<file path="src/rtl/div_pkg.sv">
// Shared types for the divider-sharing arbiter: FSM states, default widths
// and the registered response record.
package div_pkg;

    localparam int DIV_W    = 10;
    localparam int DIV_ID_W = 3;

    typedef enum logic [1:0] {
        IDLE  = 2'd0,
        ISSUE = 2'd1,
        WAIT  = 2'd2,
        DONE  = 2'd3
    } state_t;

    typedef struct packed {
        logic [DIV_ID_W-1:0] id;
        logic [DIV_W-1:0]    q;
        logic                dvz;
        logic                ovf;
        logic                tmo;
    } resp_t;

endpackage

</file>
<file path="src/rtl/rr_arbiter.sv">
// Combinational round-robin grant: first set request strictly after ptr_i,
// wrapping through index 0, returned as a one-hot vector plus its index.
module rr_arbiter
#(
    parameter int NUM_REQ = 2,
    parameter int ID_W    = 3
) (
    input  logic [NUM_REQ-1:0] req_i,
    input  logic [ID_W-1:0]    ptr_i,
    output logic [NUM_REQ-1:0] gnt_o,
    output logic [ID_W-1:0]    idx_o,
    output logic               any_o
);

    always_comb begin
        int unsigned         c;
        logic [NUM_REQ-1:0]  shifted;
        gnt_o   = '0;
        idx_o   = '0;
        any_o   = 1'b0;
        c       = 0;
        shifted = '0;
        for (int unsigned k = 1; k <= NUM_REQ; k++) begin
            c       = (32'(ptr_i) + k) % NUM_REQ;
            shifted = req_i >> c;
            if (!any_o && shifted[0]) begin
                any_o = 1'b1;
                gnt_o = NUM_REQ'(1) << c;
                idx_o = ID_W'(c);
            end
        end
    end

endmodule

</file>
<file path="src/rtl/div_share_arb.sv">
// Shares one restoring divider between NUM_REQ requesters with round-robin
// arbitration. Optional watchdog abort is enabled by defining DIV_TMO_EN.
module div_share_arb
    import div_pkg::*;
#(
    parameter int NUM_REQ = 2,
    parameter int W       = DIV_W,
    parameter int ID_W    = 3,
    parameter int TMO_CYC = 64
) (
    input  logic                 clk,
    input  logic                 rst_n,
    input  logic [NUM_REQ-1:0]   req_valid,
    input  logic [NUM_REQ*W-1:0] req_a,
    input  logic [NUM_REQ*W-1:0] req_b,
    output logic [NUM_REQ-1:0]   req_ready,
    output logic                 resp_valid,
    output logic [ID_W-1:0]      resp_id,
    output logic [W-1:0]         resp_q,
    output logic                 resp_dvz,
    output logic                 resp_ovf,
    output logic                 resp_tmo,
    output logic [W-1:0]         div_a,
    output logic [W-1:0]         div_b,
    output logic                 div_start,
    output logic                 div_sclr,
    input  logic [W-1:0]         div_q,
    input  logic                 div_dvz,
    input  logic                 div_ovf,
    input  logic                 div_busy,
    input  logic                 div_valid
);

    state_t             state_q;
    logic [ID_W-1:0]    rr_q;
    logic [ID_W-1:0]    id_q;
    logic [W-1:0]       a_q, b_q;
    logic [W-1:0]       a_d, b_d;
    logic               start_q;
    logic               rvalid_q;
    logic               sclr_q;
    resp_t              rsp_q;
    logic [NUM_REQ-1:0] gnt;
    logic [ID_W-1:0]    gnt_idx;
    logic               gnt_any;
    logic               cmpl;
    logic               unused_ok;

`ifdef DIV_TMO_EN
    localparam int CNT_W = $clog2(TMO_CYC) + 1;
    logic [CNT_W-1:0] cnt_q;
`else
    localparam int unused_tmo = TMO_CYC;
`endif

    rr_arbiter #(
        .NUM_REQ (NUM_REQ),
        .ID_W    (ID_W)
    ) u_arb (
        .req_i (req_valid),
        .ptr_i (rr_q),
        .gnt_o (gnt),
        .idx_o (gnt_idx),
        .any_o (gnt_any)
    );

    assign a_d       = W'(req_a >> (32'(gnt_idx) * W));
    assign b_d       = W'(req_b >> (32'(gnt_idx) * W));
    assign cmpl      = div_valid | div_dvz | div_ovf;
    // Busy carries no information the completion strobes do not already give.
    assign unused_ok = div_busy;

    // Accept is combinational so the requester sees it in the grant cycle itself.
    assign req_ready  = (state_q == IDLE && rst_n) ? gnt : '0;
    assign div_a      = a_q;
    assign div_b      = b_q;
    assign div_start  = start_q;
    assign div_sclr   = sclr_q;
    assign resp_valid = rvalid_q;
    assign resp_id    = ID_W'(rsp_q.id);
    assign resp_q     = W'(rsp_q.q);
    assign resp_dvz   = rsp_q.dvz;
    assign resp_ovf   = rsp_q.ovf;
    assign resp_tmo   = rsp_q.tmo;

    always_ff @(posedge clk or negedge rst_n) begin
        if (!rst_n) begin
            state_q  <= IDLE;
            rr_q     <= ID_W'(NUM_REQ - 1);
            id_q     <= '0;
            a_q      <= '0;
            b_q      <= '0;
            start_q  <= 1'b0;
            rvalid_q <= 1'b0;
            sclr_q   <= 1'b0;
            rsp_q    <= '0;
`ifdef DIV_TMO_EN
            cnt_q    <= '0;
`endif
        end else begin
            start_q  <= 1'b0;
            rvalid_q <= 1'b0;
            sclr_q   <= 1'b0;
            case (state_q)
                IDLE: begin
                    if (gnt_any) begin
                        a_q     <= a_d;
                        b_q     <= b_d;
                        id_q    <= gnt_idx;
                        rr_q    <= gnt_idx;
                        start_q <= 1'b1;
                        state_q <= ISSUE;
                    end
                end
                ISSUE: begin
`ifdef DIV_TMO_EN
                    cnt_q   <= '0;
`endif
                    state_q <= WAIT;
                end
                WAIT: begin
                    if (cmpl) begin
                        rsp_q    <= '{id: DIV_ID_W'(id_q), q: DIV_W'(div_q),
                                      dvz: div_dvz, ovf: div_ovf, tmo: 1'b0};
                        rvalid_q <= 1'b1;
                        state_q  <= DONE;
                    end
`ifdef DIV_TMO_EN
                    else if (cnt_q == CNT_W'(TMO_CYC - 1)) begin
                        rsp_q    <= '{id: DIV_ID_W'(id_q), q: '0,
                                      dvz: 1'b0, ovf: 1'b0, tmo: 1'b1};
                        sclr_q   <= 1'b1;
                        rvalid_q <= 1'b1;
                        state_q  <= DONE;
                    end else begin
                        cnt_q <= cnt_q + 1'b1;
                    end
`endif
                end
                DONE: begin
                    state_q <= IDLE;
                end
                default: begin
                    state_q <= IDLE;
                end
            endcase
        end
    end

endmodule

</file>
<file path="config.mk">
export PLATFORM = sky130hd
export DESIGN_NAME = div_share_arb
export DESIGN_NICKNAME = d
export VERILOG_FILES = /design/src/rtl/div_pkg.sv /design/src/rtl/rr_arbiter.sv /design/src/rtl/div_share_arb.sv
export SDC_FILE = /design/constraint.sdc
export NUM_CORES = 1
export LEC_CHECK = 0
export ABC_AREA = 1
export CAP_MARGIN = 40
export CORE_MARGIN = 2
export CORE_UTILIZATION = 35
export CTS_BUF_LIST = sky130_fd_sc_hd__clkbuf_8
export DETAILED_ROUTE_END_ITERATION = 8
export GPL_TIMING_DRIVEN = 0
export HOLD_SLACK_MARGIN = 0.12
export PLACE_DENSITY = 0.84
export SYNTH_ARGS = -nofsm -noshare
export SYNTH_HDL_FRONTEND = slang
export SYNTH_SLANG_ARGS = --single-unit
</file>
<file path="constraint.sdc">
create_clock -name clk -period 1.6 [get_ports clk]
set_input_delay 0.24 -clock clk [delete_from_list [all_inputs] [get_ports clk]]
set_output_delay 0.24 -clock clk [all_outputs]
set_load 0.02 [all_outputs]
</file>
==> images/final_clocks.png <==
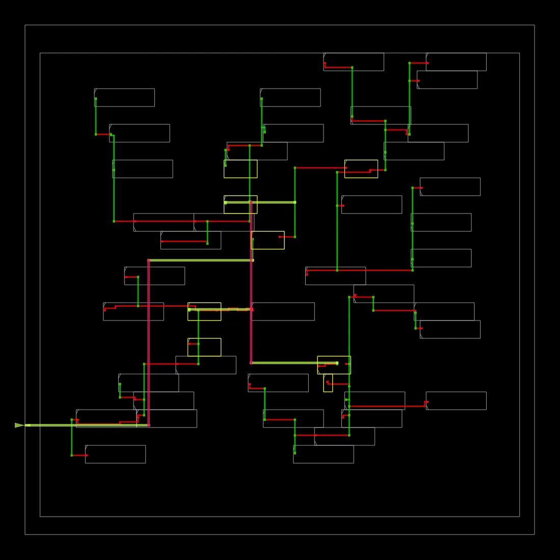
latest clock arrival within the worst-skew pair: 0.29 ns
number of clock buffers in the layout: 7
skew final: 0.00335 ns
Clk. pwr: 0.715 mW
total CTS buffers: 5

==> images/gate_families.png <==
Scale: 4 px per um.
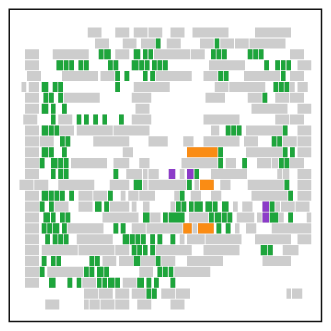
family	colour	cells
NAND gates	green	176
NOR gates	orange	4
inverting AOI/OAI gates	purple	4
Commonest Layout Cell: nand2_1
Comb area share: 25.9%
Finished Layout Cells: 439

==> notes.md <==
flow finished, numbers: run status=finished with violations, vias per inst=4.45, MUX share of area=0%, max frequency=635 MHz, Tcrit/Tclk final=98.4%, ClkCell Share=3.14%, Arr. time, crit path=1.33 ns, failing checks=hold timing, Fin. Hold Viols=18, flop count=39, Worst Hold Class=in -> async, count leader, synth=nand2_1, top cell category=non-clock buffers, DRC viols=0, fin crit period=1.57 ns, die area=0.00604 sq mm, H-tree levels=2, placed cells=423, CP max FO=4, first-pass GRT wire length=8560 um, Row Count=26, sequential group power=1.75 mW, Yosys top cell by area=dfrtp_1, WL per Instance=11.8 um, TritonRoute pass-1 iters=4, fill count=464, ao+oa area frac=1.05%, count of tool warnings=31, Top cell area share=50.0%, RSZ-0062 raised after global routing=true, Syn Inst Count=256, Logic cell area=827 sq um, flops & latches, synth=39, and+or+nand+nor area frac=37.7%, initial antenna violation count=0, Layout area overhead=67.7%, Buffers on Ports=93, Post-CTS Setup Repair Bufs=5, Top cells by area=dfrtp_1 (50%), nand2_1 (30%), nand3_1 (6.3%), buf_4 (2.8%), inv_1 (2.4%), NumNets Final=428, ys cells=256, share of cells above drive strength 1=12.5%, DR iter-0 viols=65, Post-Syn Area=0.00190 sq mm, Worst-path clk slew=0.07 ns, fin. max-slew vios=0, CTS Buffer Depth=2, Biggest consumer=combinational logic, ANT cells=0, gpl congestion=0.760, cts repair resizes=23, MaxCap Viol Count=0, combinational power share=55.9%, Setup WS pre-CTS=-0.614 ns, Final Cell Area=0.00319 sq mm, Core Util at FP=36.8%, largest family of logic cells by area=simple AND/OR/NAND/NOR gates, Cell variety after synth=20, Non-CTS buffers=118, Worst path slowest cell=dfstp_2, Net Switching=2.27 mW, Post-Syn Area per Cell=7.43 sq um, Fin Hold WS=-0.156 ns, Ys Warns=0, CTS tree=built, Setup WS post-layout=0.0257 ns, chip height=77.7 um, vias in the first global route=1,879, xor+xnor area frac=0%, Die X=77.7 um, Tapcells=70, P_leak=1.65 nW, Total GRT Usage=18.0%, sequential element share of the synthesized area=51.4%, Net Sw Frac=40.6%, IO Count=99, Crit path largest cell delay=0.60 ns, Setup CP Type=reg -> out, yosys adder share=1.32%, GR Overflow Total=0, flop share of the area=30.6%, Buf/Inv on CP=2, comb_multi_in=190, Reg power frac=31.3%, yosys stat chip area=0.00190 sq mm, CP cell instances=nand2_4, nand2_2, buf_6, nor3_2, buf_4, crit start category=register, P per Cell Area=1750 mW/mm^2, Storage cell area=977 sq um, CP Capture Type=primary output, dominant register cell=dfrtp_1, Max rail drop VDD=0.000745 V, Layout Utilization=61.7%, Crit path max-delay family=flip-flops, Signal inverters=14, buffer share of cell area=35.8%, core area=0.00517 sq mm, Internal=3.32 mW, number of enable flip-flop cells=0, Async SR Flop Fraction=100%, Sink Count=39, CP required=1.36 ns, Root Buffer=clkbuf_8, area of placed instances=0.00296 sq mm, antenna-violating nets left=0, largest net degree at the start of global routing=22, final setup violating endpoints=0, setup total negative slack=0 ns, post-DP HPWL=3790 um, comb pwr=3.12 mW, commonest non-fill, non-tap cells in the layout=nand2_1 (148), clkdlybuf4s50_1 (89), dfrtp_1 (38), nand3_1 (24), buf_4 (16), PnR Total Power=5.58 mW, most frequent cells after synthesis=nand2_1 (150), dfrtp_1 (38), nand3_1 (24)
==> images/met3.png <==
Scale: 6 px per um.
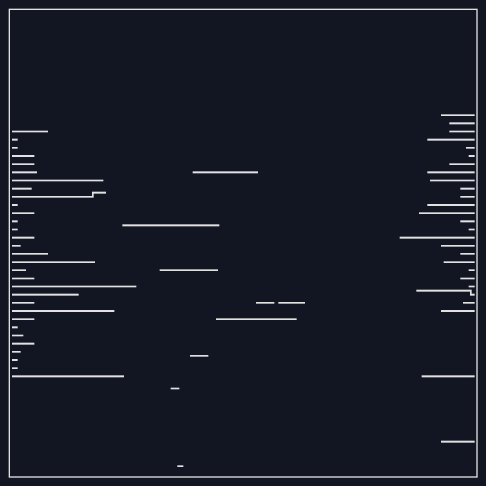
wire length on this layer	353 um
share of all routed wire	6.8%
longest straight run	20.5 um
nets with wire on the layer	63
final wirelength: 5170 um
vias after detailed routing: 1,954
met3 Use GR: 5.81%

==> images/clock_map.png <==
Scale: 6 px per um.
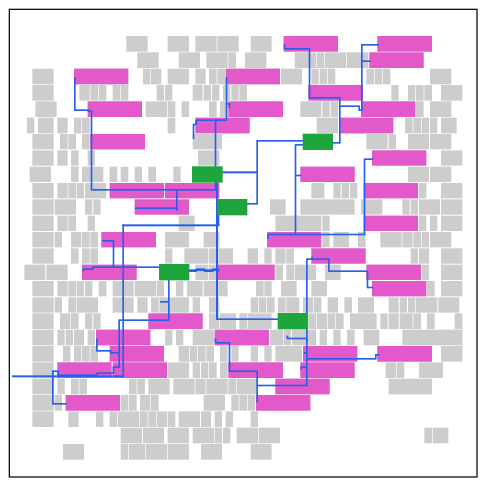
[flip-flops] magenta | count: 39
[clock wires] blue | length: 491 um
[cells driving clock nets] green | count: 5
flops lie	spread over the die
clock share of power: 12.8%

-- layer usage --
| metal | share of wire (%) | global-route usage [%] |
|---|---|---|
| met1 | 44 | 21.7 |
| met2 | 48 | 30.3 |
| met3 | 6.8 | 5.81 |
| met4 | 1.2 | 5.71 |
| met5 | 0 | 0 |
-- worst paths after layout --
kind,start,endpoint,slack [ns],cells past startpoint
worst min register to register,div_a[2],div_a[2],0.48,2
worst max register to register,rr_q[0],div_b[6],0.13,9
max in group asynchronous,rst_n,div_b[6],1.44,3
worst max-delay path,rr_q[0],req_ready[1],0.03,5
min in group clk,div_a[2],div_a[2],0.48,2
worst min-delay path,rst_n,state_q[0],-0.16,2
No activity file was given, so power comes from the tool's default toggle rates.
